ff_map.png
(4 px per um) Other sequential cells in the stronger gray, the rest of the logic in the fainter gray.
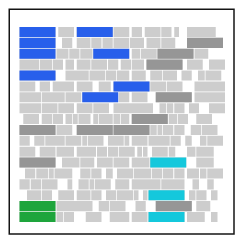
congestion_map.png
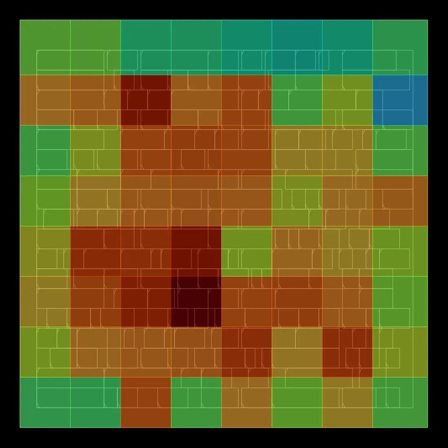
layers.png
(4 px per um)
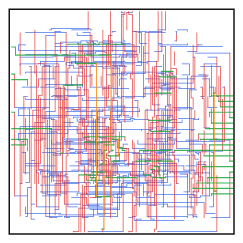
clock_wires.png
(6 px per um)
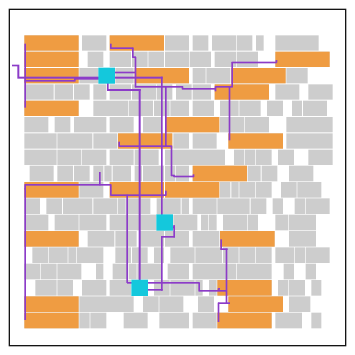
[config.mk]
export PLATFORM = sky130hd
export DESIGN_NAME = cc_branch_unit_flat
export DESIGN_NICKNAME = d
export VERILOG_FILES = /design/src/rtl/cc_branch_unit_if.sv /design/src/rtl/cc_branch_unit.sv /design/src/flat_wrapper.sv
export SDC_FILE = /design/constraint.sdc
export NUM_CORES = 1
export LEC_CHECK = 0
export CAP_MARGIN = 20
export CORE_MARGIN = 2
export CORE_UTILIZATION = 43
export DETAILED_ROUTE_END_ITERATION = 8
export HOLD_SLACK_MARGIN = 0.08
export PLACE_DENSITY = 0.82
export SYNTH_ARGS = -nofsm -noshare
export SYNTH_HDL_FRONTEND = slang
export SYNTH_SLANG_ARGS = --single-unit
[constraint.sdc]
create_clock -name clka -period 1.9 [get_ports clka]
set_input_delay 0.57 -clock clka [delete_from_list [all_inputs] [get_ports clka]]
set_output_delay 0.57 -clock clka [all_outputs]
set_load 0.02 [all_outputs]
[src/rtl/cc_branch_unit_if.sv]
// Handshake and status bundle of the condition-code / branch-resolve unit.
// The slave modport is the unit itself; master is whoever drives instructions and the PC side.
interface cc_branch_unit_if #(
    parameter int DATA_W = 16,
    parameter int CNT_W  = 8
);
    logic              instr_valid_in;
    logic              instr_ready_out;
    logic              we_reg_in;
    logic              br_in;
    logic [2:0]        nzp_mask_in;
    logic [DATA_W-1:0] alu_result_in;
    logic              flush_in;
    logic              pc_ready_in;
    logic              br_valid_out;
    logic              br_taken_out;
    logic [2:0]        cc_out;
    logic [2:0]        phase_out;
    logic [1:0]        state_out;
    logic [CNT_W-1:0]  retire_cnt_out;

    modport slave (
        input  instr_valid_in, we_reg_in, br_in, nzp_mask_in, alu_result_in,
               flush_in, pc_ready_in,
        output instr_ready_out, br_valid_out, br_taken_out, cc_out, phase_out,
               state_out, retire_cnt_out
    );

    modport master (
        output instr_valid_in, we_reg_in, br_in, nzp_mask_in, alu_result_in,
               flush_in, pc_ready_in,
        input  instr_ready_out, br_valid_out, br_taken_out, cc_out, phase_out,
               state_out, retire_cnt_out
    );
endinterface

[src/rtl/cc_branch_unit.sv]
// Multi-phase execute unit: updates {n,z,p} condition codes from the ALU result and
// resolves conditional branches against the codes left by the previous writer.
module cc_branch_unit #(
    parameter int DATA_W = 16,
    parameter int PHASES = 2,
    parameter int CNT_W  = 8
) (
    input  logic            clka,
    input  logic            reset_in,
    cc_branch_unit_if.slave bus
);
    // Handshake: an instruction moves on an edge where instr_valid_in && instr_ready_out;
    // a branch decision moves on an edge where br_valid_out && pc_ready_in (RESOLVE only).
    typedef enum logic [1:0] {
        IDLE    = 2'b00,
        EXEC    = 2'b01,
        RESOLVE = 2'b10
    } state_t;

    localparam logic [2:0] LAST_PHASE = 3'(PHASES - 1);

    state_t           state_q, state_n;
    logic [2:0]       phase_q, phase_n;
    logic [2:0]       cc_q, cc_n;
    logic             valid_q, valid_n;
    logic             taken_q, taken_n;
    logic [CNT_W-1:0] retire_q, retire_n;
    logic             we_q, we_n;
    logic             br_q, br_n;
    logic [2:0]       mask_q, mask_n;

    function automatic logic [2:0] cc_of(input logic [DATA_W-1:0] r);
        if (r[DATA_W-1])  return 3'b100;
        else if (r == '0) return 3'b010;
        else              return 3'b001;
    endfunction

    always_ff @(negedge clka or posedge reset_in) begin
        if (reset_in) begin
            state_q  <= IDLE;
            phase_q  <= '0;
            cc_q     <= '0;
            valid_q  <= 1'b0;
            taken_q  <= 1'b0;
            retire_q <= '0;
            we_q     <= 1'b0;
            br_q     <= 1'b0;
            mask_q   <= '0;
        end else begin
            state_q  <= state_n;
            phase_q  <= phase_n;
            cc_q     <= cc_n;
            valid_q  <= valid_n;
            taken_q  <= taken_n;
            retire_q <= retire_n;
            we_q     <= we_n;
            br_q     <= br_n;
            mask_q   <= mask_n;
        end
    end

    always_comb begin
        state_n  = state_q;
        phase_n  = phase_q;
        cc_n     = cc_q;
        valid_n  = valid_q;
        taken_n  = taken_q;
        retire_n = retire_q;
        we_n     = we_q;
        br_n     = br_q;
        mask_n   = mask_q;
        case (state_q)
            IDLE: begin
                if (bus.instr_valid_in && !bus.flush_in) begin
                    we_n    = bus.we_reg_in;
                    br_n    = bus.br_in;
                    mask_n  = bus.nzp_mask_in;
                    phase_n = '0;
                    state_n = EXEC;
                end
            end
            EXEC: begin
                if (bus.flush_in) begin
                    state_n = IDLE;
                    phase_n = '0;
                    valid_n = 1'b0;
                    taken_n = 1'b0;
                end else if (phase_q == LAST_PHASE) begin
                    // The branch reads cc_q, i.e. the codes before this instruction's own update.
                    state_n = RESOLVE;
                    valid_n = 1'b1;
                    taken_n = br_q & (|(mask_q & cc_q));
                    if (we_q) cc_n = cc_of(bus.alu_result_in);
                end else begin
                    phase_n = phase_q + 3'd1;
                end
            end
            RESOLVE: begin
                if (bus.flush_in) begin
                    state_n = IDLE;
                    valid_n = 1'b0;
                    taken_n = 1'b0;
                end else if (bus.pc_ready_in) begin
                    state_n  = IDLE;
                    valid_n  = 1'b0;
                    taken_n  = 1'b0;
                    retire_n = retire_q + CNT_W'(1);
                end
            end
            default: state_n = IDLE;
        endcase
    end

    assign bus.instr_ready_out = (state_q == IDLE);
    assign bus.br_valid_out    = valid_q;
    assign bus.br_taken_out    = taken_q;
    assign bus.cc_out          = cc_q;
    assign bus.phase_out       = phase_q;
    assign bus.state_out       = state_q;
    assign bus.retire_cnt_out  = retire_q;
endmodule

[src/flat_wrapper.sv]
// flat-port wrapper written by rule: the top's interface ports become plain ports
module cc_branch_unit_flat 
#(
    parameter int DATA_W = 16,
    parameter int PHASES = 2,
    parameter int CNT_W  = 8
)
  (clka, reset_in, bus_instr_valid_in, bus_we_reg_in, bus_br_in, bus_nzp_mask_in, bus_alu_result_in, bus_flush_in, bus_pc_ready_in, bus_instr_ready_out, bus_br_valid_out, bus_br_taken_out, bus_cc_out, bus_phase_out, bus_state_out, bus_retire_cnt_out);
  cc_branch_unit_if #(.DATA_W(DATA_W), .CNT_W(CNT_W)) bus_i ();
  input  logic clka;
  input  logic reset_in;
  input wire logic [$bits(bus_i.instr_valid_in)-1:0] bus_instr_valid_in;
  input wire logic [$bits(bus_i.we_reg_in)-1:0] bus_we_reg_in;
  input wire logic [$bits(bus_i.br_in)-1:0] bus_br_in;
  input wire logic [$bits(bus_i.nzp_mask_in)-1:0] bus_nzp_mask_in;
  input wire logic [$bits(bus_i.alu_result_in)-1:0] bus_alu_result_in;
  input wire logic [$bits(bus_i.flush_in)-1:0] bus_flush_in;
  input wire logic [$bits(bus_i.pc_ready_in)-1:0] bus_pc_ready_in;
  output wire logic [$bits(bus_i.instr_ready_out)-1:0] bus_instr_ready_out;
  output wire logic [$bits(bus_i.br_valid_out)-1:0] bus_br_valid_out;
  output wire logic [$bits(bus_i.br_taken_out)-1:0] bus_br_taken_out;
  output wire logic [$bits(bus_i.cc_out)-1:0] bus_cc_out;
  output wire logic [$bits(bus_i.phase_out)-1:0] bus_phase_out;
  output wire logic [$bits(bus_i.state_out)-1:0] bus_state_out;
  output wire logic [$bits(bus_i.retire_cnt_out)-1:0] bus_retire_cnt_out;
  assign bus_i.instr_valid_in = bus_instr_valid_in;
  assign bus_i.we_reg_in = bus_we_reg_in;
  assign bus_i.br_in = bus_br_in;
  assign bus_i.nzp_mask_in = bus_nzp_mask_in;
  assign bus_i.alu_result_in = bus_alu_result_in;
  assign bus_i.flush_in = bus_flush_in;
  assign bus_i.pc_ready_in = bus_pc_ready_in;
  assign bus_instr_ready_out = bus_i.instr_ready_out;
  assign bus_br_valid_out = bus_i.br_valid_out;
  assign bus_br_taken_out = bus_i.br_taken_out;
  assign bus_cc_out = bus_i.cc_out;
  assign bus_phase_out = bus_i.phase_out;
  assign bus_state_out = bus_i.state_out;
  assign bus_retire_cnt_out = bus_i.retire_cnt_out;
  cc_branch_unit #(.DATA_W(DATA_W), .PHASES(PHASES), .CNT_W(CNT_W)) u_core (.clka(clka), .reset_in(reset_in), .bus(bus_i));
endmodule
==> results_dict.tcl <==
# implementation run metrics
set metrics [dict create \
    edf_count 0 \
    drt_first_iter_violations 28 \
    die_x_um 55.8 \
    gr-total-overflow 0 \
    place_hpwl_um 2370 \
    clk_pin_slew_worst_paths_ns 0.09 \
    start_kind "flip-flop" \
    min_path_cells 1 \
    cts_made_buffers 3 \
    status "finished with violations" \
    io_pins 45 \
    firstDrtPassIters 7 \
    crit_chain "inv_2 > ha_4 > buf_6" \
    n_antenna_cell 0 \
    ir_worst_vdd_uv 1270 \
    postSynthSeqShare_pct 49.8 \
    clk_path_buf_depth 2 \
    warnings 32 \
    grt_max_degree 24 \
    grt_first_pass_wirelength_um 6320 \
    final_cell_count_no_fill 224 \
    async_reset_ff_share_pct 100 \
    slew_headroom_pct 73.0 \
    crit_type "flip-flop to output port" \
    syn_inst 99 \
    place_congestion 0.749 \
    coreArea_mm2 0.00252 \
    postRouteAntennaNets 0 \
    numSynthFlops 23 \
    ys_warn_count 0 \
    slew_violations 0 \
    netlist_area_mm2 0.00115 \
    tightest_slew_ns 0.405 \
    avgSynthCellArea_um2 11.7 \
    top_cell "dfrtn_1" \
    nNetsFinal 227 \
    common_cells "dfrtn_1, mux2_2, ha_1, inv_1" \
    slowest_stage "dfrtn_1" \
    fp.dieH_um 55.8 \
    rsz0062_at_grt "true" \
    ys_cells 99 \
    top_area_cell "dfrtn_1" \
    p_leak_nw 1.11 \
    worstPathArrival_ns 2.10 \
    antenna_found_initial 0 \
    cts_tree "yes" \
    post-place-ws_ns -1.17 \
    critPathTopFamily "flip-flops" \
    reg2reg_depth 8 \
    yosysUniqueCellTypes 33 \
    h-tree-depth 1 \
    reg2reg_slack_ns -0.22 \
    grt_pass1_vias 1318 \
    yosysTopAreaCellShare_pct 49.8 \
    floorplan.nets 131 \
    hold_viol 0 \
    crit_required_ns 1.33 \
    clock_latency_ns 0.33 \
    fp-row-count 18 \
    syn_to_final_growth_pct 92.8 \
    cts_sinks 23 \
    drc 0 \
    path_max_fanout 2 \
    max-cap-violations 0 \
    r2r_start "u_core.bus.phase_out[0]" \
    violations "negative setup slack" \
    holdPathEnd "u_core.mask_q[1]" \
    path_buffers 2 \
    viasPerCell 5.64 \
    p_per_area_mw_per_mm2 1230 \
    setup_slack_ns -0.772 \
    ys_top_cells_by_area "dfrtn_1, mux2_2, ha_1" \
    io_buffers 44 \
    finalSetupViolCount 42 \
    place_inst 199 \
]
-- ff_map.png (at the start) --
Key: cyan = u_core.bus.phase_out [flops 3]; green = u_core.bus.state_out [flops 2]; blue = u_core.bus.retire_cnt_out [flops 8]
Another 10 sequential cells are not colored.
seq pwr: 0.764 mW
Register Area: 576 um2
Core Util, Final: 88.3%
flop share of the area: 25.8%

-- congestion_map.png (at the start) --
busiest grt layer: met2
met1 GRT Util: 28.5%
met3 usage: 4.65%

-- layers.png (at the start) --
Key: orange = M4 [wire length 133 um]; red = M2 [wire length 2450 um]; green = M3 [wire length 293 um]; blue = M1 [wire length 1750 um]
wire per inst: 20.7 um
vias: 1263
GRT Util Overall: 26.3%
Routed WL: 4630 um

-- clock_wires.png (at the start) --
Key: orange = flip-flops [count 23]; cyan = clock-net drivers [count 3]; purple = clock wires [length 319 um]
There are 4 routed clock nets. Position of the flops: all over the die.
Clk. pwr: 0.249 mW
clk_skew: 0.00305 ns
Clk pwr share: 9.1%

[cells in the final DEF (no fill, tap or decap), drive strengths merged, types with 2 or more instances in the layout]
master / instances
o2bb2ai: 2
clkdlybuf4s50: 6
nand2b: 3
nand3b: 2
nor2: 5
nor2b: 2
nor3: 2
mux2: 8
nand2: 4
clkdlybuf4s15: 2
clkbuf: 4
xor2: 2
nor4: 4
dfrtn: 23
o21ai: 6
xnor2: 5
inv: 6
ha: 6
nand4: 3
nand3: 3
buf: 83
[worst max path at each step]
stage,depth (start not counted),start,slack [ns],endpoint
after detailed placement,5,bus_flush_in,-1.17,u_core.bus.phase_out[2]
final,3,u_core.bus.state_out[1],-0.77,bus_instr_ready_out
after CTS,3,u_core.bus.state_out[0],-0.72,bus_instr_ready_out
after floorplan,5,bus_flush_in,-0.55,u_core.bus.retire_cnt_out[5]
after global placement,5,bus_flush_in,-1.13,u_core.bus.retire_cnt_out[7]
after global routing,3,u_core.bus.state_out[1],-0.79,bus_instr_ready_out
[per-layer routing]
metal	up-vias	wire [um]
met5	-	0
met1	623	1750
met3	14	292
met2	80	2450
met4	0	132
li1	546	-
[final cells by class]
class / count / area (um2) / area share (%)
timing repair buffer: 92 / 843 / 37.9
multi-input combinational: 69 / 721 / 32.4
sequential: 23 / 576 / 25.8
tap: 30 / 37.5 / 1.69
clock buffer: 3 / 22.5 / 1.01
inverter: 6 / 22.5 / 1.01
clock inverter: 1 / 5.00 / 0.225
[state kept, by name (all words and copies together), names as in the netlist]
register / flops
u_core.we_q: 1
u_core.bus.br_valid_out: 1
u_core.bus.cc_out: 3
u_core.bus.phase_out: 3
u_core.bus.br_taken_out: 1
u_core.bus.retire_cnt_out: 8
u_core.mask_q: 3
u_core.bus.state_out: 2
u_core.br_q: 1
[where the power goes]
part	switching (mW)	leakage, nW	internal [mW]
logic	0.780	0.795	0.941
registers	0.111	0.297	0.652
clock network	0.170	0.0177	0.0795
[logic make-up (layout without fill, tap and decap cells)]
family,after synthesis,after routing,share of synthesized area [%]
adders and majority gates,6,6,6.50
xor gates and xnor gates,7,7,5.31
AOI/OAI and AO/OA,15,15,8.99
buffers and inverters,7,102,2.93
muxes,8,8,7.80
DFF,23,23,49.8
and+or+nand+nor,33,33,18.6
[metrics by stage]
stage	hold slack (ns)	area (um2)	total power, mW	TNS (ns)
global placement	0.451	1900	1.89	-35.82
CTS	0.465	2100	2.44	-15.00
floorplan	0.440	1220	1.39	-11.05
global route	0.483	2230	2.83	-17.03
finish	0.481	2230	2.73	-16.19
detailed placement	0.458	1900	1.95	-36.57
[repair_timing]
action | in CTS | in global routing
setup buffers | 13 | 14
resized | 212 | 20
pin swaps | 23 | 9
endpoints found under the setup margin | 42 | 42
Power and IR drop assume default switching activity.
